==> src/rtl/sdhci_card_pkg.sv <==
// rtl/sdhci_card_pkg.sv - shared types and constants for the SD card CMD-line responder
package sdhci_card_pkg;

    typedef enum logic [2:0] {
        ST_IDLE,
        ST_RX,
        ST_CHECK,
        ST_NCR,
        ST_TX
    } state_e;

    localparam int CmdFrameLen = 48;
    localparam int CrcLen      = 7;

    localparam logic [5:0] NoRespIndex = 6'd0;

endpackage

==> src/rtl/sdhci_crc7.sv <==
// rtl/sdhci_crc7.sv - serial CRC7 (x^7 + x^3 + 1), zero seed, MSB first
module sdhci_crc7 (
    input  logic       clk_i,
    input  logic       rst_i,
    input  logic       clear_i,
    input  logic       en_i,
    input  logic       bit_i,
    output logic [6:0] crc_o
);

    logic [6:0] crc_q, crc_d;
    logic       fb;

    always_comb begin
        fb    = bit_i ^ crc_q[6];
        crc_d = crc_q;
        if (clear_i) begin
            crc_d = 7'd0;
        end else if (en_i) begin
            crc_d = {crc_q[5:0], 1'b0} ^ (fb ? 7'h09 : 7'h00);
        end
    end

    always_ff @(posedge clk_i or posedge rst_i) begin
        if (rst_i) begin
            crc_q <= 7'd0;
        end else begin
            crc_q <= crc_d;
        end
    end

    assign crc_o = crc_q;

endmodule

==> src/rtl/sdhci_card_cmd.sv <==
// rtl/sdhci_card_cmd.sv - card-side CMD responder: receive 48-bit commands, answer with R1
// SDHCI_CARD_CRC_CHECK_EN enables checking of the received command CRC7.
module sdhci_card_cmd #(
    parameter int NcrCycles = 2
) (
    input  logic        clk_i,
    input  logic        rst_i,
    input  logic        sd_clk_i,
    input  logic        sd_cmd_i,
    input  logic        sd_cmd_en_i,
    output logic        sd_cmd_o,
    output logic        sd_cmd_en_o,
    input  logic [31:0] status_i,
    output logic        cmd_valid_o,
    output logic [5:0]  cmd_index_o,
    output logic [31:0] cmd_arg_o,
    output logic        crc_err_o,
    output logic        frame_err_o
);
    import sdhci_card_pkg::*;

    localparam logic [5:0] RxBits     = 6'(CmdFrameLen - 2);
    localparam logic [5:0] RxCrcStop  = 6'(CrcLen + 1);
    localparam logic [5:0] TxCrcFirst = 6'(CmdFrameLen - CrcLen - 1);
    localparam logic [5:0] TxLast     = 6'(CmdFrameLen - 1);
    localparam logic [6:0] NcrLimit   = 7'(NcrCycles);
`ifdef SDHCI_CARD_CRC_CHECK_EN
    localparam bit CrcCheckEn = 1'b1;
`else
    localparam bit CrcCheckEn = 1'b0;
`endif

    state_e      state_q, state_d;
    logic        sd_clk_q, sd_clk_d;
    logic [46:0] rx_sr_q, rx_sr_d;
    logic [5:0]  rx_cnt_q, rx_cnt_d;
    logic [47:0] tx_sr_q, tx_sr_d;
    logic [5:0]  tx_cnt_q, tx_cnt_d;
    logic [6:0]  ncr_cnt_q, ncr_cnt_d;
    logic        sd_cmd_q, sd_cmd_d, sd_cmd_en_q, sd_cmd_en_d;
    logic        cmd_valid_q, cmd_valid_d, crc_err_q, crc_err_d, frame_err_q, frame_err_d;
    logic [5:0]  cmd_index_q, cmd_index_d;
    logic [31:0] cmd_arg_q, cmd_arg_d;
    logic        rise, fall;
    logic        rx_crc_clear, rx_crc_en, tx_crc_clear, tx_crc_en, tx_crc_bit;
    logic [6:0]  rx_crc, tx_crc;
    logic [5:0]  tx_next;
    logic        tx_bit;

    assign rise = sd_clk_i & ~sd_clk_q;
    assign fall = ~sd_clk_i & sd_clk_q;

    sdhci_crc7 u_rx_crc (
        .clk_i  (clk_i),
        .rst_i  (rst_i),
        .clear_i(rx_crc_clear),
        .en_i   (rx_crc_en),
        .bit_i  (sd_cmd_i),
        .crc_o  (rx_crc)
    );

    sdhci_crc7 u_tx_crc (
        .clk_i  (clk_i),
        .rst_i  (rst_i),
        .clear_i(tx_crc_clear),
        .en_i   (tx_crc_en),
        .bit_i  (tx_crc_bit),
        .crc_o  (tx_crc)
    );

    always_comb begin
        state_d      = state_q;
        sd_clk_d     = sd_clk_i;
        rx_sr_d      = rx_sr_q;
        rx_cnt_d     = rx_cnt_q;
        tx_sr_d      = tx_sr_q;
        tx_cnt_d     = tx_cnt_q;
        ncr_cnt_d    = ncr_cnt_q;
        sd_cmd_d     = sd_cmd_q;
        sd_cmd_en_d  = sd_cmd_en_q;
        cmd_valid_d  = 1'b0;
        crc_err_d    = 1'b0;
        frame_err_d  = 1'b0;
        cmd_index_d  = cmd_index_q;
        cmd_arg_d    = cmd_arg_q;
        rx_crc_clear = 1'b0;
        rx_crc_en    = 1'b0;
        tx_crc_clear = 1'b0;
        tx_crc_en    = 1'b0;
        tx_crc_bit   = 1'b0;
        tx_next      = tx_cnt_q + 6'd1;
        // Feeding the CRC its own MSB clocks zeros in, so the register serialises itself out.
        tx_bit       = (tx_next >= TxCrcFirst && tx_next < TxLast) ? tx_crc[6] : tx_sr_q[47];

        case (state_q)
            ST_IDLE: begin
                if (rise && sd_cmd_en_i && !sd_cmd_i) begin
                    state_d      = ST_RX;
                    rx_cnt_d     = RxBits;
                    rx_crc_clear = 1'b1;
                end
            end
            ST_RX: begin
                if (rise) begin
                    if (!sd_cmd_en_i) begin
                        frame_err_d = 1'b1;
                        state_d     = ST_IDLE;
                    end else begin
                        rx_sr_d   = {rx_sr_q[45:0], sd_cmd_i};
                        rx_cnt_d  = rx_cnt_q - 6'd1;
                        rx_crc_en = (rx_cnt_q >= RxCrcStop);
                        if (rx_cnt_q == 6'd0) begin
                            state_d = ST_CHECK;
                        end
                    end
                end
            end
            ST_CHECK: begin
                state_d = ST_IDLE;
                if (!rx_sr_q[46] || !rx_sr_q[0]) begin
                    frame_err_d = 1'b1;
                end else if (CrcCheckEn && (rx_crc != rx_sr_q[7:1])) begin
                    crc_err_d = 1'b1;
                end else begin
                    cmd_valid_d = 1'b1;
                    cmd_index_d = rx_sr_q[45:40];
                    cmd_arg_d   = rx_sr_q[39:8];
                    if (rx_sr_q[45:40] != NoRespIndex) begin
                        tx_sr_d      = {2'b00, rx_sr_q[45:40], status_i, 7'd0, 1'b1};
                        tx_crc_clear = 1'b1;
                        ncr_cnt_d    = 7'd0;
                        state_d      = ST_NCR;
                    end
                end
            end
            ST_NCR: begin
                if (sd_cmd_en_i) begin
                    sd_cmd_en_d = 1'b0;
                    sd_cmd_d    = 1'b1;
                    frame_err_d = 1'b1;
                    state_d     = ST_IDLE;
                end else if (rise && ncr_cnt_q < NcrLimit) begin
                    ncr_cnt_d = ncr_cnt_q + 7'd1;
                end else if (fall && ncr_cnt_q >= NcrLimit) begin
                    sd_cmd_en_d = 1'b1;
                    sd_cmd_d    = tx_sr_q[47];
                    tx_crc_en   = 1'b1;
                    tx_crc_bit  = tx_sr_q[47];
                    tx_sr_d     = tx_sr_q << 1;
                    tx_cnt_d    = 6'd0;
                    state_d     = ST_TX;
                end
            end
            ST_TX: begin
                if (sd_cmd_en_i) begin
                    sd_cmd_en_d = 1'b0;
                    sd_cmd_d    = 1'b1;
                    frame_err_d = 1'b1;
                    state_d     = ST_IDLE;
                end else if (fall) begin
                    if (tx_cnt_q == TxLast) begin
                        sd_cmd_en_d = 1'b0;
                        sd_cmd_d    = 1'b1;
                        state_d     = ST_IDLE;
                    end else begin
                        sd_cmd_d   = tx_bit;
                        tx_sr_d    = tx_sr_q << 1;
                        tx_cnt_d   = tx_next;
                        tx_crc_en  = (tx_next < TxLast);
                        tx_crc_bit = tx_bit;
                    end
                end
            end
            default: state_d = ST_IDLE;
        endcase
    end

    always_ff @(posedge clk_i or posedge rst_i) begin
        if (rst_i) begin
            state_q     <= ST_IDLE;
            sd_clk_q    <= 1'b0;
            rx_sr_q     <= '0;
            rx_cnt_q    <= '0;
            tx_sr_q     <= '0;
            tx_cnt_q    <= '0;
            ncr_cnt_q   <= '0;
            sd_cmd_q    <= 1'b1;
            sd_cmd_en_q <= 1'b0;
            cmd_valid_q <= 1'b0;
            crc_err_q   <= 1'b0;
            frame_err_q <= 1'b0;
            cmd_index_q <= '0;
            cmd_arg_q   <= '0;
        end else begin
            state_q     <= state_d;
            sd_clk_q    <= sd_clk_d;
            rx_sr_q     <= rx_sr_d;
            rx_cnt_q    <= rx_cnt_d;
            tx_sr_q     <= tx_sr_d;
            tx_cnt_q    <= tx_cnt_d;
            ncr_cnt_q   <= ncr_cnt_d;
            sd_cmd_q    <= sd_cmd_d;
            sd_cmd_en_q <= sd_cmd_en_d;
            cmd_valid_q <= cmd_valid_d;
            crc_err_q   <= crc_err_d;
            frame_err_q <= frame_err_d;
            cmd_index_q <= cmd_index_d;
            cmd_arg_q   <= cmd_arg_d;
        end
    end

    assign sd_cmd_o    = sd_cmd_q;
    assign sd_cmd_en_o = sd_cmd_en_q;
    assign cmd_valid_o = cmd_valid_q;
    assign cmd_index_o = cmd_index_q;
    assign cmd_arg_o   = cmd_arg_q;
    assign crc_err_o   = crc_err_q;
    assign frame_err_o = frame_err_q;

endmodule

==> config.mk <==
export PLATFORM = sky130hd
export DESIGN_NAME = sdhci_card_cmd
export DESIGN_NICKNAME = d
export VERILOG_FILES = /design/src/rtl/sdhci_card_pkg.sv /design/src/rtl/sdhci_crc7.sv /design/src/rtl/sdhci_card_cmd.sv
export SDC_FILE = /design/constraint.sdc
export NUM_CORES = 1
export LEC_CHECK = 0
export ABC_AREA = 0
export CORE_ASPECT_RATIO = 0.9
export CORE_MARGIN = 5
export CORE_UTILIZATION = 50
export DETAILED_ROUTE_END_ITERATION = 10
export PLACE_DENSITY = 0.75
export SYNTH_ARGS = -nofsm -noshare
export SYNTH_HDL_FRONTEND = slang
export SYNTH_SLANG_ARGS = --single-unit
==> constraint.sdc <==
create_clock -name clk_i -period 4.8 [get_ports clk_i]
set_input_delay 0.48 -clock clk_i [delete_from_list [all_inputs] [get_ports clk_i]]
set_output_delay 0.48 -clock clk_i [all_outputs]
set_load 0.005 [all_outputs]
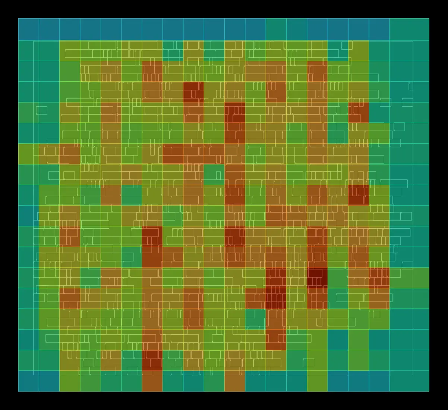
run_1/final_congestion.png
met2 Use GR: 28.4%
GRT met1 Usage: 24.9%
Util after Layout: 62.6%

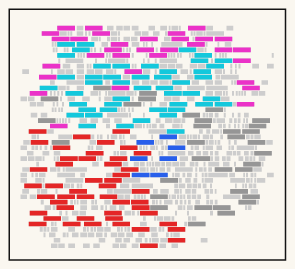
run_1/registers.png
Scale: 2 px per um. Other sequential cells in the stronger gray, the rest of the logic in the fainter gray.
color	name in the netlist	flops
cyan	rx_sr_q	47
magenta	cmd_arg_o	32
blue	u_tx_crc.crc_o	7
red	tx_sr_q	48
not colored	33
flip-flop and latch power: 1.82 mW
flop share of the area: 47.1%

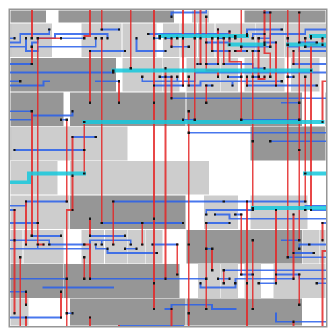
run_1/zoom.png
Region (56, 25) to (81, 50) um. Cells in gray, sequential cells in the stronger gray; small squares are vias.
color	layer
blue	met1
cyan	met3
red	met2
most frequent	dfrtp_1 (9), nand2_1 (5)
netlist names of flops here include	tx_sr_q (4), tx_cnt_q (2), u_tx_crc.crc_o (2)
cells with their middle in the window	40
sequential cells in the window	9

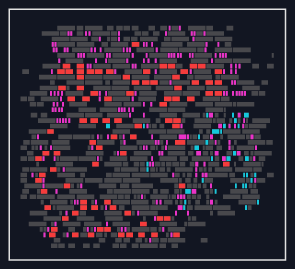
run_1/gate_families.png
Scale: 2 px per um.
color	family	cells	most used
cyan	NOR gates	33	nor2_1
red	multiplexers	88	mux2_2
magenta	NAND gates	205	nand2_1
Comb area share: 32.7%
dominant logic cell type in the layout: nand2_1
post-route insts no fill: 959

==> Changelog: implementation, run 1 <==
### Changed

- Netlist Area Pre-Place: 7300 um^2
- Sequential power share: a little under half
- P_leak: 4.41 nW
- CP arrival: approximately 3.4 ns
- CTS resizes: 0
- CP Launch Type: flop
- Clk_skew: between 0.01 and 0.015 ns
- Peak supply drop: around 0.3 mV
- Yosys stat chip area: 7300 um^2
- Crit. End Element: flop
- Chip height: ~120 um
- Sw Ratio: 26.8%
- Die Span X: around 140 um
- Final hold vios: 0
- Part of the power in combinational logic: about 17%
- Unique cell types: approximately 60
- Max Clk Rate: between 0.3 and 0.4 GHz
- Worst hold path type: flop to flop
- H-tree levels: 4
- Yosys warning tally: 0
- Status: completed
- Min-delay src: cmd_arg_o[26]$_DFFE_PP0P_
- Least-Margin Pin Slew: ~1.2 ns
- Ys async rst share: 100%
- Critical Path Max Stage Delay: ~0.65 ns
- Cts hold-fix bufs: 0
- Iter 0 DRT Violations: between 400 and 500
- Design area: between 8000 and 9000 um^2
- Max Cap Viol: 0
- # port buffers: between 70 and 80
- Floorplan Nets: roughly 730
- R2r setup slk: between 1.5 and 2 ns
- Tot GR Track Use: 18.3%
- Worst r2r path cells: 7
- Final period util: 65.4%
- Class of the most critical setup path: flop to flop
- DP Cell Count: 928
- Main flop type: dfrtp_1
- Final setup viols: 0
- Hold Path Sink: cmd_arg_o[26]$_DFFE_PP0P_
- Share of layout cells above drive strength 1: a little over an eighth
- Net Switching: 1.07 mW
- Antenna Cells: 0
- Worst-path clk slew: roughly 0.06 ns
- WL final: roughly 15,000 um
- Vias per cell: ~5.3
- CP Buf/Inv Count: 2
- # Cells Yosys: between 600 and 700
- Ys flops: between 150 and 200
- Largest net degree at the start of global routing: about 84
- Vias in the first global route: ~5,200
- Hold depth: 2
- Crit Path Max Fanout: between 50 and 60
- Number of enable flip-flop cells: 0
- Register share after synthesis: 57.2%
- Crit-path cells: nand4bb_1, or2_2, inv_2, nand2_1, a21o_2, buf_4, o21ai_0
- Hold Slack: 0.476 ns
- Clk buf depth: 2
- Syn avg cell area: between 10 and 15 um^2
- Nets: about 800
- Die area: roughly 17,000 um^2
- Crit Reg-Reg Endpoint: tx_sr_q[16]$_DFFE_PP0P_
- Max-slew violations: 0
- Root Driver: clkbuf_16
- Clk sinks: roughly 170
- Core box area: roughly 14,000 um^2
- RSZ-0062 raised after global routing: false
- WL per Instance: roughly 15 um
- Max-Slew Margin vs Limit: between 20% and 30%
- Initial antenna violation count: 0
- Total iterations of the first detailed-routing run: 5
- Critical Path RT: around 5.1 ns
- Worst reg2reg startpoint: state_q[0]$_DFFE_PP0P_
- Min cycle time layout: between 3 and 4 ns
- # Post-CTS Setup Buffers: 0
- I/O Pins: about 80
- Final HPWL DP: 9710 um
- Tool warning count: 29
- CP delay by family, top: simple AND/OR/NAND/NOR gates
- Remaining Overflow, GRT: 0
- DRC viols: 0
- Setup_tns: 0 ns
- Floorplan utilization: around half
- First-pass GRT wire length: 25,100 um
- TritonCTS clock tree: done
- Area Overhead vs Synth: 21.4%
- Num rows: 41
- Placed instance area: approximately 8000 um^2
- Number of buffers created by CTS: 17
- Power per cell area: 450 nW/um^2
- Clk network pwr share: 37.3%
- Post-Syn Instances: around 690
- Late-Pin Clk Latency: about 0.42 ns
- Antenna Nets Post-Route: 0
- Total number of vias: 5,095
- Slowest-stage cell, CP: or2_2
- Placer Congestion: 0.848
- Most frequent logic cells in the routed design: nand2_1, dfrtp_1, clkdlybuf4s50_1
- Int Pwr: 2.92 mW
-- run 1: how the worst max path moves through the flow --
stage,start,endpoint,slack (ns),depth (start not counted)
5_1_grt,state_q[0]$_DFFE_PP0P_,tx_sr_q[16]$_DFFE_PP0P_,1.33,7
6_report,state_q[0]$_DFFE_PP0P_,tx_sr_q[16]$_DFFE_PP0P_,1.66,7
3_5_place_dp,state_q[0]$_DFFE_PP0P_,tx_sr_q[16]$_DFFE_PP0P_,1.69,7
4_1_cts,state_q[0]$_DFFE_PP0P_,tx_sr_q[16]$_DFFE_PP0P_,1.68,7
3_3_place_gp,sd_cmd_en_i,rx_sr_q[13]$_DFFE_PP0P_,1.77,5
2_1_floorplan,rst_i,cmd_arg_o[0]$_DFFE_PP0P_,2.19,1
-- run 1: sequential cells by signal (all words and copies together) (netlist names) --
| signal | cells |
|---|---|
| tx_sr_q | 48 |
| rx_sr_q | 47 |
| cmd_arg_o | 32 |
| ncr_cnt_q | 7 |
| u_tx_crc.crc_o | 7 |
| cmd_index_o | 6 |
| rx_cnt_q | 6 |
| tx_cnt_q | 6 |
| state_q | 3 |
| cmd_valid_o | 1 |
| frame_err_o | 1 |
| sd_clk_q | 1 |
| sd_cmd_en_o | 1 |
| sd_cmd_o | 1 |
-- run 1: metal layers --
metal	vias up	wire (um)	GRT usage, %
li1	2479	-	-
met1	2482	6780	24.9
met2	115	7090	28.4
met3	19	627	4.89
met4	0	192	6.10
met5	-	0	0
-- run 1: cell type report --
cell class / instances / area (um^2)
fillers: 1111 / 5290
flip-flops and latches: 167 / 4180
multi-input cells: 470 / 2900
repair buffers: 84 / 838
clock buffers: 19 / 453
well taps: 193 / 241
clock inverters: 12 / 200
inverters: 14 / 56.3
-- run 1: through the flow --
| step | total power [mW] | setup WS [ns] |
|---|---|---|
| floorplan | 2.34 | 2.19 |
| global placement | 2.48 | 1.77 |
| detailed placement | 2.53 | 1.69 |
| CTS | 4.03 | 1.68 |
| global route | 4.21 | 1.33 |
| finish | 3.99 | 1.66 |
-- run 1: synthesized netlist by cell type (6+ instances only) --
master,n,area [um^2]
o21ai_0,58,290
a21oi_1,12,60.1
a31oi_1,6,37.5
mux2i_1,40,400
dfrtp_1,166,4150
clkbuf_1,22,82.6
a22o_1,9,78.8
inv_1,13,48.8
buf_4,6,45.0
nand2_1,189,709
ha_1,6,75.1
nand3_1,7,35.0
mux2_2,47,529
nor2_1,23,86.3
buf_2,6,30.0
-- run 1: worst min-delay path: stages, from the launching register on --
cell     delay, ns
dfrtp_1       0.34
nand2_1       0.05
nand2_1       0.05
-- run 1: power groups by stage --
stage	logic, mW	clock network (mW)	registers (mW)
after global routing	0.787	1.57	1.85
after detailed placement	0.695	0	1.84
final	0.687	1.49	1.82
after floorplan	0.557	0	1.78
after global placement	0.658	0	1.82
after CTS	0.696	1.52	1.82
-- run 1: cells by family after synthesis --
logic type               count (synthesis)  share of synthesized area, %
flip-flops                             167                          57.2
adder cells (fa/ha/maj)                  6                          1.03
multiplexers                            88                          12.9
buffers and inverters                   50                          3.19
AND-OR/OR-AND                          118                          10.5
other                                    1                        0.0513
AND/OR/NAND/NOR                        257                          15.0
run_1/pins.png
Scale: 3 px per um. Pins as bars across the die edge, other pins in gray.
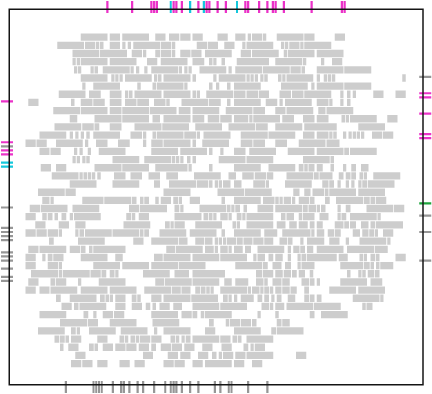

==> inputs of run 2 (changes only) <==
--- a/config.mk
+++ b/config.mk
@@ -10,7 +10,7 @@
 export CORE_MARGIN = 5
 export CORE_UTILIZATION = 50
 export DETAILED_ROUTE_END_ITERATION = 10
-export PLACE_DENSITY = 0.75
+export PLACE_DENSITY = 0.72
 export SYNTH_ARGS = -nofsm -noshare
 export SYNTH_HDL_FRONTEND = slang
 export SYNTH_SLANG_ARGS = --single-unit
==> constraint.sdc (replaced) <==
create_clock -name clk_i -period 2.94 [get_ports clk_i]
set_input_delay 0.294 -clock clk_i [delete_from_list [all_inputs] [get_ports clk_i]]
set_output_delay 0.294 -clock clk_i [all_outputs]
set_load 0.005 [all_outputs]
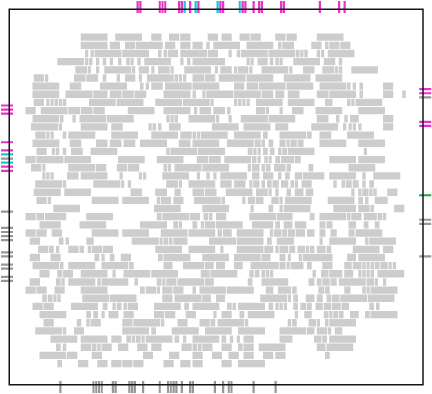
run_2/pins.png
Scale: 3 px per um. Pins as bars across the die edge, other pins in gray.
color	port	pins	direction	edge
cyan	cmd_index_o	6	output	4 top, 2 left
magenta	cmd_arg_o	32	output	21 top, 7 left, 4 right
green	sd_cmd_i	1	input	right
all pins by edge	25 bottom, 25 top, 21 left, 9 right
chip height: 125 um
# port buffers: 78

==> Changelog: implementation, run 2 <==
### Changed

- I/O Pins: 80
- Placer Congestion: 0.802
- Crit Path Max Fanout: 15
- Syn avg cell area: between 10 and 15 um^2
- Floorplan Nets: between 700 and 800
- # Post-CTS Setup Buffers: 0
- Max Cap Viol: 0
- Dominant logic cell type in the layout: nand2_1
- Final setup viols: 0
- Util after Layout: between 60 and 70%
- Power per cell area: around 700 nW/um^2
- Final HPWL DP: just over 9000 um
- Total number of vias: ~5,000
- Clk buf depth: 2
- Crit. End Element: flop
- Final period util: roughly nine tenths
- Register share after synthesis: 57.2%
- Floorplan utilization: between 50% and 60%
- Biggest area consumer among synthesized cells: dfrtp_1
- Tot GR Track Use: 17.6%
- Dominant cell area share: 56.9%
- Worst hold path type: input pin to asynchronous set/reset pin
- Initial antenna violation count: 0
- R2r setup slk: approximately 0.34 ns
- Number of enable flip-flop cells: 0
- Share of layout cells above drive strength 1: a little over an eighth
- Remaining Overflow, GRT: 0
- # Cells Yosys: between 600 and 700
- Number of buffers created by CTS: 17
- Ys flops: around 170
- Min cycle time layout: between 2 and 3 ns
- Area Overhead vs Synth: 21.3%
- TritonCTS clock tree: done
- Worst reg2reg startpoint: tx_cnt_q[1]$_DFFE_PP0P_
- Core box area: between 10,000 and 15,000 um^2
- Main flop type: dfrtp_1
- Max reg flops: 48
- MI comb area: between 2000 and 3000 um^2
- Clk_skew: 0.0100 ns
- Ys async rst share: 100%
- Crit Reg-Reg Endpoint: u_tx_crc.crc_o[3]$_DFFE_PP0P_
- H-tree levels: 4
- Late-Pin Clk Latency: 0.43 ns
- Status: completed
- CTS resizes: 0
- Tool warning count: 31
- Nets: about 800
- Root Driver: clkbuf_16
- Class of the most critical setup path: flop to flop
- Max-Slew Margin vs Limit: between 20% and 30%
- Final hold vios: 0
- Netlist Area Pre-Place: 7300 um^2
- Peak supply drop: approximately 0.57 mV
- RSZ-0062 raised after global routing: false
- Total power: between 6 and 7 mW
- Clk sinks: 167
- Die area: about 17,000 um^2
- Max Clk Rate: 0.384 GHz
- Total iterations of the first detailed-routing run: 4
- Most numerous cell in the Yosys netlist: nand2_1
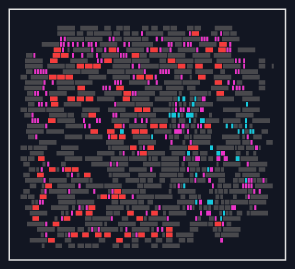
run_2/gate_families.png
Scale: 2 px per um.
color	family	cells	most used
cyan	NOR gates	33	nor2_1
magenta	NAND gates	205	nand2_1
red	multiplexers	88	mux2_2
post-route insts no fill: 962
Comb area share: 32.7%

## run 2: cell counts after synthesis
Identical to the previous run, type by type.
## run 2: area by class of cell
cell class | count | share of cell area (%)
tap | 193 | 2.73
timing repair buffer | 87 | 10.3
inverter | 14 | 0.636
clock inverter | 11 | 1.26
sequential | 167 | 47.2
multi-input combinational | 470 | 32.7
clock buffer | 20 | 5.16
## run 2: critical path: stages (launching register included)
cell and delay [ns]:
dfrtp_1 0.44, ha_1 0.32, and3_1 0.31, nand2_1 0.14
nand3_1 0.15, o31ai_2 0.76, o311ai_0 0.28, o221ai_1 0.12
## run 2: how the worst max path moves through the flow
stage / startpoint / endpoint / slack [ns]
6_report: tx_cnt_q[1]$_DFFE_PP0P_ / u_tx_crc.crc_o[3]$_DFFE_PP0P_ / 0.34
3_3_place_gp: sd_clk_i / u_tx_crc.crc_o[0]$_DFFE_PP0P_ / 0.50
2_1_floorplan: rst_i / cmd_arg_o[0]$_DFFE_PP0P_ / 0.52
5_1_grt: state_q[0]$_DFFE_PP0P_ / ncr_cnt_q[5]$_DFFE_PP0P_ / 0.05
4_1_cts: tx_cnt_q[1]$_DFFE_PP0P_ / u_tx_crc.crc_o[3]$_DFFE_PP0P_ / 0.33
3_5_place_dp: tx_cnt_q[1]$_DFFE_PP0P_ / u_tx_crc.crc_o[3]$_DFFE_PP0P_ / 0.37
## run 2: metal layers
layer | wire (um) | global-route usage (%) | part of all wire [%] | up-vias
li1 | - | - | - | 2486
met1 | 6460 | 23.1 | 45 | 2507
met2 | 6950 | 28.2 | 49 | 108
met3 | 544 | 4.36 | 3.8 | 28
met4 | 268 | 6.28 | 1.9 | 0
met5 | 0 | 0 | 0 | -
## run 2: cell families (layout without fill, tap and decap cells)
| family | count (synthesis) | count (layout) | share of synthesized area [%] |
|---|---|---|---|
| simple gates | 257 | 257 | 15.0 |
| flops | 167 | 167 | 57.2 |
| compound gates | 118 | 118 | 10.5 |
| mux | 88 | 88 | 12.9 |
| buf+inv | 50 | 132 | 3.19 |
| fa+ha+maj | 6 | 6 | 1.03 |
| other cells | 1 | 1 | 0.0513 |
## run 2: through the flow
stage                     cell area (um^2)  std cells  hold slack (ns)  worst slack (ns)
after CTS                             8860        962            0.326             0.328
after global placement                8290        931            0.460             0.502
after floorplan                       7310        687            0.325             0.520
final                                 8860        962            0.321             0.337
after detailed placement              8290        931            0.462             0.372
after global routing                  8860        962            0.367            0.0532
## run 2: power by group
part | switching [mW] | internal, mW | leakage [nW]
sequential | 0.275 | 2.70 | 2.22
clock | 0.913 | 1.22 | 0.274
combinational | 0.588 | 0.550 | 1.91
Power figures rest on the tool's default switching activity, not on a simulated workload.
